## src/rtl/cpu_run_monitor_pkg.sv

```systemverilog
// Shared definitions for the CPU run monitor: state encodings, opcode
// constants and the default run limits.
package cpu_run_monitor_pkg;

    // Monitor FSM encodings; values are visible on the state output.
    typedef enum logic [2:0] {
        MON_IDLE    = 3'd0,
        MON_RUN     = 3'd1,
        MON_DONE    = 3'd2,
        MON_TIMEOUT = 3'd3,
        MON_FAULT   = 3'd4
    } mon_state_e;

    // Decoded opcode values produced by cpu_top.
    localparam logic [3:0] OP_NOP  = 4'h0;
    localparam logic [3:0] OP_ADD  = 4'h1;
    localparam logic [3:0] OP_SUB  = 4'h2;
    localparam logic [3:0] OP_LD   = 4'h4;
    localparam logic [3:0] OP_ST   = 4'h5;
    localparam logic [3:0] OP_MAC4 = 4'h8;

    // Default run limits.
    localparam int DEF_END_PC      = 32;
    localparam int DEF_TIMEOUT_CYC = 50;

    // DONE, TIMEOUT and FAULT all stall the CPU.
    function automatic logic is_terminal(mon_state_e s);
        return (s == MON_DONE) || (s == MON_TIMEOUT) || (s == MON_FAULT);
    endfunction

endpackage

```

## src/rtl/cpu_run_monitor_if.sv

```systemverilog
// Bundle of CPU taps into the monitor and the monitor's status back out.
// master = CPU/debug side driving the taps, slave = the monitor.
interface cpu_run_monitor_if #(
    parameter int ADDR_W = 32,
    parameter int DATA_W = 32,
    parameter int CNT_W  = 16
);
    logic              run_en;
    logic [ADDR_W-1:0] pc_value;
    logic [3:0]        opcode;
    logic [DATA_W-1:0] alu_result;
    logic              parity_error;
    logic [DATA_W-1:0] result_reg;

    logic [2:0]        state;
    logic              done;
    logic              timeout;
    logic              fault;
    logic              halt_req;
    logic [CNT_W-1:0]  cycle_count;
    logic [CNT_W-1:0]  mac_count;
    logic [CNT_W-1:0]  perr_count;
    logic [DATA_W-1:0] last_mac;
    logic [ADDR_W-1:0] first_perr_pc;
    logic [DATA_W-1:0] final_result;

    modport master (
        output run_en, pc_value, opcode, alu_result, parity_error, result_reg,
        input  state, done, timeout, fault, halt_req, cycle_count, mac_count,
               perr_count, last_mac, first_perr_pc, final_result
    );

    modport slave (
        input  run_en, pc_value, opcode, alu_result, parity_error, result_reg,
        output state, done, timeout, fault, halt_req, cycle_count, mac_count,
               perr_count, last_mac, first_perr_pc, final_result
    );
endinterface

```

## src/rtl/cpu_run_monitor_sat_counter.sv

```systemverilog
// Saturating up-counter with synchronous clear; holds at all-ones.
module sat_counter #(
    parameter int W = 16
) (
    input  logic         i_clk,
    input  logic         i_clr,
    input  logic         i_inc,
    output logic [W-1:0] o_count
);
    logic [W-1:0] r_count;

    // Clear wins over increment; increment stops once all bits are set.
    always_ff @(posedge i_clk) begin
        if (i_clr) begin
            r_count <= '0;
        end else if (i_inc && (r_count != '1)) begin
            r_count <= r_count + 1'b1;
        end
    end

    assign o_count = r_count;
endmodule

```

## src/rtl/cpu_run_monitor.sv

```systemverilog
// Run-control monitor beside cpu_top: counts run cycles, MACs and parity
// errors, ends the run on end-PC / watchdog / parity fault, latches the
// final result and requests a CPU halt.
module cpu_run_monitor
    import cpu_run_monitor_pkg::*;
#(
    parameter int                ADDR_W       = 32,
    parameter int                DATA_W       = 32,
    parameter int                CNT_W        = 16,
    parameter logic [ADDR_W-1:0] END_PC       = ADDR_W'(DEF_END_PC),
    parameter int                TIMEOUT_CYC  = DEF_TIMEOUT_CYC,
    parameter logic [3:0]        MAC_OPCODE   = OP_MAC4,
    parameter bit                STOP_ON_PERR = 1'b1
) (
    input  logic              clk,
    input  logic              rst,
    cpu_run_monitor_if.slave  bus
);
    // Watchdog fires on the sample whose pre-increment count is TIMEOUT_CYC-1.
    localparam logic [31:0] TO_LAST = 32'(TIMEOUT_CYC - 1);

    mon_state_e        r_state;
    mon_state_e        w_state_nxt;
    logic              r_done;
    logic              r_timeout;
    logic              r_fault;
    logic              r_halt;
    logic [DATA_W-1:0] r_last_mac;
    logic [ADDR_W-1:0] r_first_perr_pc;
    logic [DATA_W-1:0] r_final_result;

    logic              w_sample;
    logic              w_is_mac;
    logic              w_is_perr;
    logic              w_end_pc;
    logic              w_to_hit;
    logic [CNT_W-1:0]  w_cyc;
    logic [CNT_W-1:0]  w_mac;
    logic [CNT_W-1:0]  w_perr;

    // Only RUN cycles with run_en high are samples; everything else holds.
    assign w_sample  = (r_state == MON_RUN) && bus.run_en;
    assign w_is_mac  = w_sample && (bus.opcode == MAC_OPCODE);
    assign w_is_perr = w_sample && bus.parity_error;
    assign w_end_pc  = (bus.pc_value >= END_PC);
    assign w_to_hit  = (TIMEOUT_CYC != 0) && (32'(w_cyc) == TO_LAST);

    sat_counter #(.W(CNT_W)) u_cyc_cnt (
        .i_clk   (clk),
        .i_clr   (rst),
        .i_inc   (w_sample),
        .o_count (w_cyc)
    );

    sat_counter #(.W(CNT_W)) u_mac_cnt (
        .i_clk   (clk),
        .i_clr   (rst),
        .i_inc   (w_is_mac),
        .o_count (w_mac)
    );

    sat_counter #(.W(CNT_W)) u_perr_cnt (
        .i_clk   (clk),
        .i_clr   (rst),
        .i_inc   (w_is_perr),
        .o_count (w_perr)
    );

    // Next state: IDLE arms on run_en; a sample may end the run with
    // priority FAULT > DONE > TIMEOUT; terminal states hold until reset.
    always_comb begin
        w_state_nxt = r_state;
        case (r_state)
            MON_IDLE: begin
                if (bus.run_en) begin
                    w_state_nxt = MON_RUN;
                end
            end
            MON_RUN: begin
                if (bus.run_en) begin
                    if (STOP_ON_PERR && bus.parity_error) begin
                        w_state_nxt = MON_FAULT;
                    end else if (w_end_pc) begin
                        w_state_nxt = MON_DONE;
                    end else if (w_to_hit) begin
                        w_state_nxt = MON_TIMEOUT;
                    end
                end
            end
            default: w_state_nxt = r_state;
        endcase
    end

    // State and its registered flag decodes update together.
    always_ff @(posedge clk) begin
        if (rst) begin
            r_state   <= MON_IDLE;
            r_done    <= 1'b0;
            r_timeout <= 1'b0;
            r_fault   <= 1'b0;
            r_halt    <= 1'b0;
        end else begin
            r_state   <= w_state_nxt;
            r_done    <= (w_state_nxt == MON_DONE);
            r_timeout <= (w_state_nxt == MON_TIMEOUT);
            r_fault   <= (w_state_nxt == MON_FAULT);
            r_halt    <= is_terminal(w_state_nxt);
        end
    end

    // Captures: last MAC result, PC of the first parity error, and the
    // result register on the sample that completes the run.
    always_ff @(posedge clk) begin
        if (rst) begin
            r_last_mac      <= '0;
            r_first_perr_pc <= '0;
            r_final_result  <= '0;
        end else begin
            if (w_is_mac) begin
                r_last_mac <= bus.alu_result;
            end
            if (w_is_perr && (w_perr == '0)) begin
                r_first_perr_pc <= bus.pc_value;
            end
            if (w_sample && (w_state_nxt == MON_DONE)) begin
                r_final_result <= bus.result_reg;
            end
        end
    end

    assign bus.state         = r_state;
    assign bus.done          = r_done;
    assign bus.timeout       = r_timeout;
    assign bus.fault         = r_fault;
    assign bus.halt_req      = r_halt;
    assign bus.cycle_count   = w_cyc;
    assign bus.mac_count     = w_mac;
    assign bus.perr_count    = w_perr;
    assign bus.last_mac      = r_last_mac;
    assign bus.first_perr_pc = r_first_perr_pc;
    assign bus.final_result  = r_final_result;
endmodule

```

## src/flat_wrapper.sv

```systemverilog
// flat-port wrapper written by rule: the top's interface ports become plain ports
module cpu_run_monitor_flat import cpu_run_monitor_pkg::*;
#(
    parameter int                ADDR_W       = 32,
    parameter int                DATA_W       = 32,
    parameter int                CNT_W        = 16,
    parameter logic [ADDR_W-1:0] END_PC       = ADDR_W'(DEF_END_PC),
    parameter int                TIMEOUT_CYC  = DEF_TIMEOUT_CYC,
    parameter logic [3:0]        MAC_OPCODE   = OP_MAC4,
    parameter bit                STOP_ON_PERR = 1'b1
)
  (clk, rst, bus_run_en, bus_pc_value, bus_opcode, bus_alu_result, bus_parity_error, bus_result_reg, bus_state, bus_done, bus_timeout, bus_fault, bus_halt_req, bus_cycle_count, bus_mac_count, bus_perr_count, bus_last_mac, bus_first_perr_pc, bus_final_result);
  cpu_run_monitor_if #(.ADDR_W(ADDR_W), .DATA_W(DATA_W), .CNT_W(CNT_W)) bus_i ();
  input  logic clk;
  input  logic rst;
  input wire logic [$bits(bus_i.run_en)-1:0] bus_run_en;
  input wire logic [$bits(bus_i.pc_value)-1:0] bus_pc_value;
  input wire logic [$bits(bus_i.opcode)-1:0] bus_opcode;
  input wire logic [$bits(bus_i.alu_result)-1:0] bus_alu_result;
  input wire logic [$bits(bus_i.parity_error)-1:0] bus_parity_error;
  input wire logic [$bits(bus_i.result_reg)-1:0] bus_result_reg;
  output wire logic [$bits(bus_i.state)-1:0] bus_state;
  output wire logic [$bits(bus_i.done)-1:0] bus_done;
  output wire logic [$bits(bus_i.timeout)-1:0] bus_timeout;
  output wire logic [$bits(bus_i.fault)-1:0] bus_fault;
  output wire logic [$bits(bus_i.halt_req)-1:0] bus_halt_req;
  output wire logic [$bits(bus_i.cycle_count)-1:0] bus_cycle_count;
  output wire logic [$bits(bus_i.mac_count)-1:0] bus_mac_count;
  output wire logic [$bits(bus_i.perr_count)-1:0] bus_perr_count;
  output wire logic [$bits(bus_i.last_mac)-1:0] bus_last_mac;
  output wire logic [$bits(bus_i.first_perr_pc)-1:0] bus_first_perr_pc;
  output wire logic [$bits(bus_i.final_result)-1:0] bus_final_result;
  assign bus_i.run_en = bus_run_en;
  assign bus_i.pc_value = bus_pc_value;
  assign bus_i.opcode = bus_opcode;
  assign bus_i.alu_result = bus_alu_result;
  assign bus_i.parity_error = bus_parity_error;
  assign bus_i.result_reg = bus_result_reg;
  assign bus_state = bus_i.state;
  assign bus_done = bus_i.done;
  assign bus_timeout = bus_i.timeout;
  assign bus_fault = bus_i.fault;
  assign bus_halt_req = bus_i.halt_req;
  assign bus_cycle_count = bus_i.cycle_count;
  assign bus_mac_count = bus_i.mac_count;
  assign bus_perr_count = bus_i.perr_count;
  assign bus_last_mac = bus_i.last_mac;
  assign bus_first_perr_pc = bus_i.first_perr_pc;
  assign bus_final_result = bus_i.final_result;
  cpu_run_monitor #(.ADDR_W(ADDR_W), .DATA_W(DATA_W), .CNT_W(CNT_W), .END_PC(END_PC), .TIMEOUT_CYC(TIMEOUT_CYC), .MAC_OPCODE(MAC_OPCODE), .STOP_ON_PERR(STOP_ON_PERR)) u_core (.clk(clk), .rst(rst), .bus(bus_i));
endmodule
```

## config.mk

```make
export PLATFORM = sky130hd
export DESIGN_NAME = cpu_run_monitor_flat
export DESIGN_NICKNAME = d
export VERILOG_FILES = /design/src/rtl/cpu_run_monitor_pkg.sv /design/src/rtl/cpu_run_monitor_if.sv /design/src/rtl/cpu_run_monitor_sat_counter.sv /design/src/rtl/cpu_run_monitor.sv /design/src/flat_wrapper.sv
export SDC_FILE = /design/constraint.sdc
export NUM_CORES = 1
export LEC_CHECK = 0
export ABC_CLOCK_PERIOD_IN_PS = 2800
export CORE_ASPECT_RATIO = 2
export CORE_UTILIZATION = 46
export DETAILED_ROUTE_END_ITERATION = 10
export GPL_TIMING_DRIVEN = 0
export PLACE_DENSITY = 0.93
export SLEW_MARGIN = 25
export SYNTH_ARGS = -nofsm -noshare
export SYNTH_HDL_FRONTEND = slang
export SYNTH_SLANG_ARGS = --single-unit
```

## constraint.sdc

```tcl
create_clock -name clk -period 2.8 [get_ports clk]
set_input_delay 0.42 -clock clk [delete_from_list [all_inputs] [get_ports clk]]
set_output_delay 0.42 -clock clk [all_outputs]
set_load 0.03 [all_outputs]
```

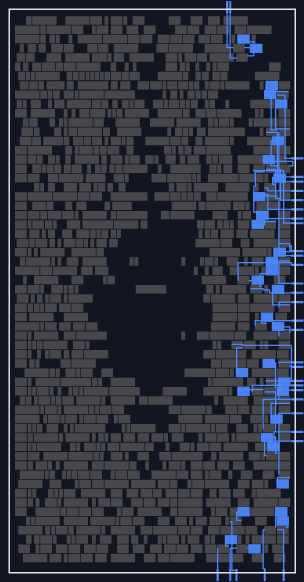
port_nets.png
Blue shows `bus_result_reg`, direction input, edge 25 east, 5 south, 2 north, end cells 32, buffers 32, wire 703 um.
input/output buffers: 254
I/O pin count: 255

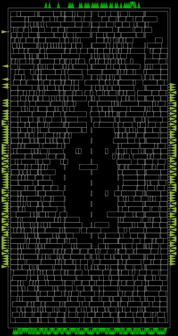
final_placement.png
number of placement rows: 59
final cell utilization of the core: 0.727
FFs & Latches: 151
fillcell total: 935
sequential fraction of total cell area: 0.320

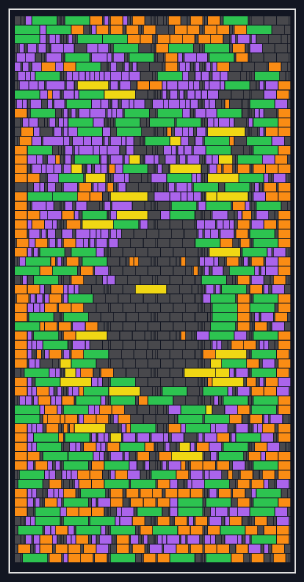
cell_classes.png
Fill, decap, tap and diode cells in gray.
Green shows flops, cells 151, share of their area 33%. Purple shows all other logic, cells 485, share of their area 31%. Orange shows other buffers and delay cells, cells 289, share of their area 29%. Yellow shows clock drivers and dummy loads, cells 32, share of their area 6.6%.

==> notes.md <==
### Outcome
* completed — result of the run

### Placed design
* 0.882 — global placer's final weighted congestion
* -0.0597 ns — DP Worst Slack
* 1077 — instance count after placement with tap cells included
* 8840 sq um — post-placement cell area

### Detailed routing
* 4 — router iterations before antenna repair
* 17.0 um — Wirelength per Cell
* 10500 um — wire length on met2
* 5.39 — post-detailed-route via-to-cell ratio
* 0 — antenna viol nets, final
* 0 — post-detailed-route DRC marker count

### STA
* 0.446 ns — Worst Slack Setup Final
* 425 MHz — maximum frequency from static timing analysis
* 2.35 ns — final critical-path required period
* 0 — endpoints failing hold
* 0 — Final setup viols
* 0 ns — final sum of negative setup slack
* 0.841 — ratio of final minimum period to clock period
* no — setup repair after global routing missed its margin
* 0.0177 ns — worst setup skew after layout

### Cells and area
* 0.304 — share of cell area taken by multi-input logic gates
* 0.288 — fraction of cell area in non-clock buffers
* 1053 — layout net count
* 0 — Ant. Diodes
* 475 — #MultiIn Comb
* 9450 sq um — finished layout cell area
* clkdlybuf4s50_1 (254), dfxtp_1 (151), nor2_1 (110), nand2_1 (80), mux2i_1 (66) — top library cells by usage in the layout, fill and taps aside
* 17 — clock buffer count
* registers — Top class by area
* 1109 — number of non-filler instances in the completed layout

### Logic synthesis
* dfxtp_1 — most used standard cell by instance count after synthesis
* 9.10 sq um — mean post-synth cell area
* 671 — synthesized netlist cell count
* 6100 sq um — mapped cell area
* 0 — yosys synthesis warning count
* 0.495 — share of the synthesized area in the top cell type
* dfxtp_1 — cell type with the highest aggregate area in the netlist
* 50 — number of distinct library cells after synthesis
* 0.495 — register area share after synthesis
* dfxtp_1 — primary flip-flop cell chosen by synthesis mapping
* 6100 sq um — Yosys Chip Area
* 0 — Async S/R FF share, synth
* 151 — Synth Register Bits

### CTS
* 4 — CTS H-tree depth
* 0.43 ns — clock latency on the worst-skew pair
* 0 — hold buffers post-CTS
* 0 — number of instances resized during post-cts repair
* 151 — number of clock sinks seen by CTS
* yes — clock tree from TritonCTS
* 0.07 ns — Reg clk slew, reported paths
* 17 — CTS buffer count

### Critical path
* 0.51 ns — Slowest Stage Delay on Critical Path
* clkdlybuf4s50_1 -> nor4_1 -> nand4_1 -> o21ai_1 -> buf_4 -> mux2i_1 -> nor2_1 — cells along the critical path
* 3.08 ns — Req. time, crit path
* 0.54 ns — Worst R2R Setup Slack
* 10 — worst-path fanout max
* 6 — worst reg2reg path depth
* u_core.bus.final_result[4]$_SDFFE_PP0P_ — worst setup path endpoint

### Job
* 0 — maxcap violations
* 28 — Log Warnings

### Global routing
* 29800 um — global-route wire length before repair
* 0 — initial antenna violation count
* met2 — most heavily used metal layer in global routing
* 0.250 — routing usage on met1
* 0 — global route overflow
* 0.274 — global router's overall resource usage
* 0.0700 — met3 Resource Use GR
* 6082 — number of global-route vias before repair

### Floorplanning
* 13800 sq um — chip area
* 165 um — Die Height
* 13000 sq um — Placeable Area

### Power and ir drop
* 3.46 nW — static leakage power
* 0.449 mV — highest ir drop seen on vdd
* 5.05 mW — final total power
* 535 nW/um^2 — P per Cell Area

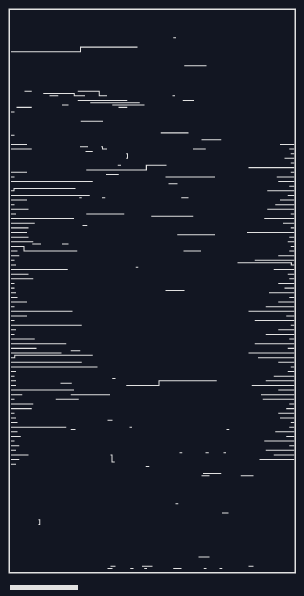
met3.png
The bar under the picture is 20 um long.
The wires run mostly horizontal. 175 nets have wire on it. The longest straight run is 25.1 um. The layer carries 1110 um of wire.

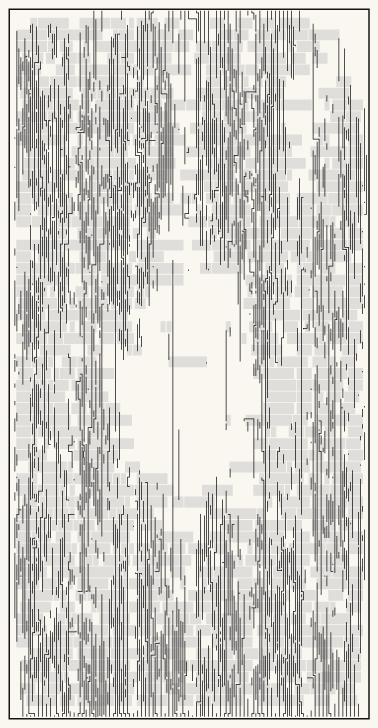
met2.png
The layer carries 10500 um of wire. The longest straight run is 77.5 um. The wires run mostly vertical.
post-detailed-routing wire length: 18900 um
via count: 5982
met2 track utilization from global routing: 0.543

## state kept, by name, summed over array words and instances (netlist names), 3 cells and up
register	flops
u_core.u_mac_cnt.o_count	16
u_core.bus.last_mac	32
u_core.u_cyc_cnt.o_count	16
u_core.u_perr_cnt.o_count	16
u_core.bus.state	3
u_core.bus.first_perr_pc	32
u_core.bus.final_result	32
## worst min path at each step
stage | start | to | slack (ns) | cells past startpoint
after floorplan | bus_alu_result[0] | u_core.bus.last_mac[0]$_SDFFE_PP0P_ | 0.56 | 2
after global placement | u_core.bus.last_mac[29]$_SDFFE_PP0P_ | u_core.bus.last_mac[29]$_SDFFE_PP0P_ | 0.44 | 2
after detailed placement | u_core.bus.last_mac[17]$_SDFFE_PP0P_ | u_core.bus.last_mac[17]$_SDFFE_PP0P_ | 0.45 | 2
after CTS | u_core.bus.last_mac[17]$_SDFFE_PP0P_ | u_core.bus.last_mac[17]$_SDFFE_PP0P_ | 0.46 | 2
after global routing | u_core.bus.last_mac[21]$_SDFFE_PP0P_ | u_core.bus.last_mac[21]$_SDFFE_PP0P_ | 0.48 | 2
final | u_core.bus.last_mac[8]$_SDFFE_PP0P_ | u_core.bus.last_mac[8]$_SDFFE_PP0P_ | 0.45 | 2
## report_power, final
group | internal [mW] | switching [mW]
clock network | 1.36 | 1.02
logic | 0.246 | 0.225
registers | 2.18 | 0.0236
## cells by family (layout without fill, tap and decap cells)
logic type,count (synthesis),count (layout),synth area share
xor+xnor,22,22,0.0316
flops,151,151,0.495
fa+ha+maj,5,5,0.0102
buf+inv,45,331,0.0348
compound gates,73,73,0.0711
mux,72,72,0.119
simple gates,303,303,0.238
## worst max-delay path: cells and delay by family
family	cells	cell delay [ns]
simple gates	3	0.75
buf+inv	2	0.74
mux	1	0.21
compound gates	1	0.51
Power and IR drop assume default switching activity.
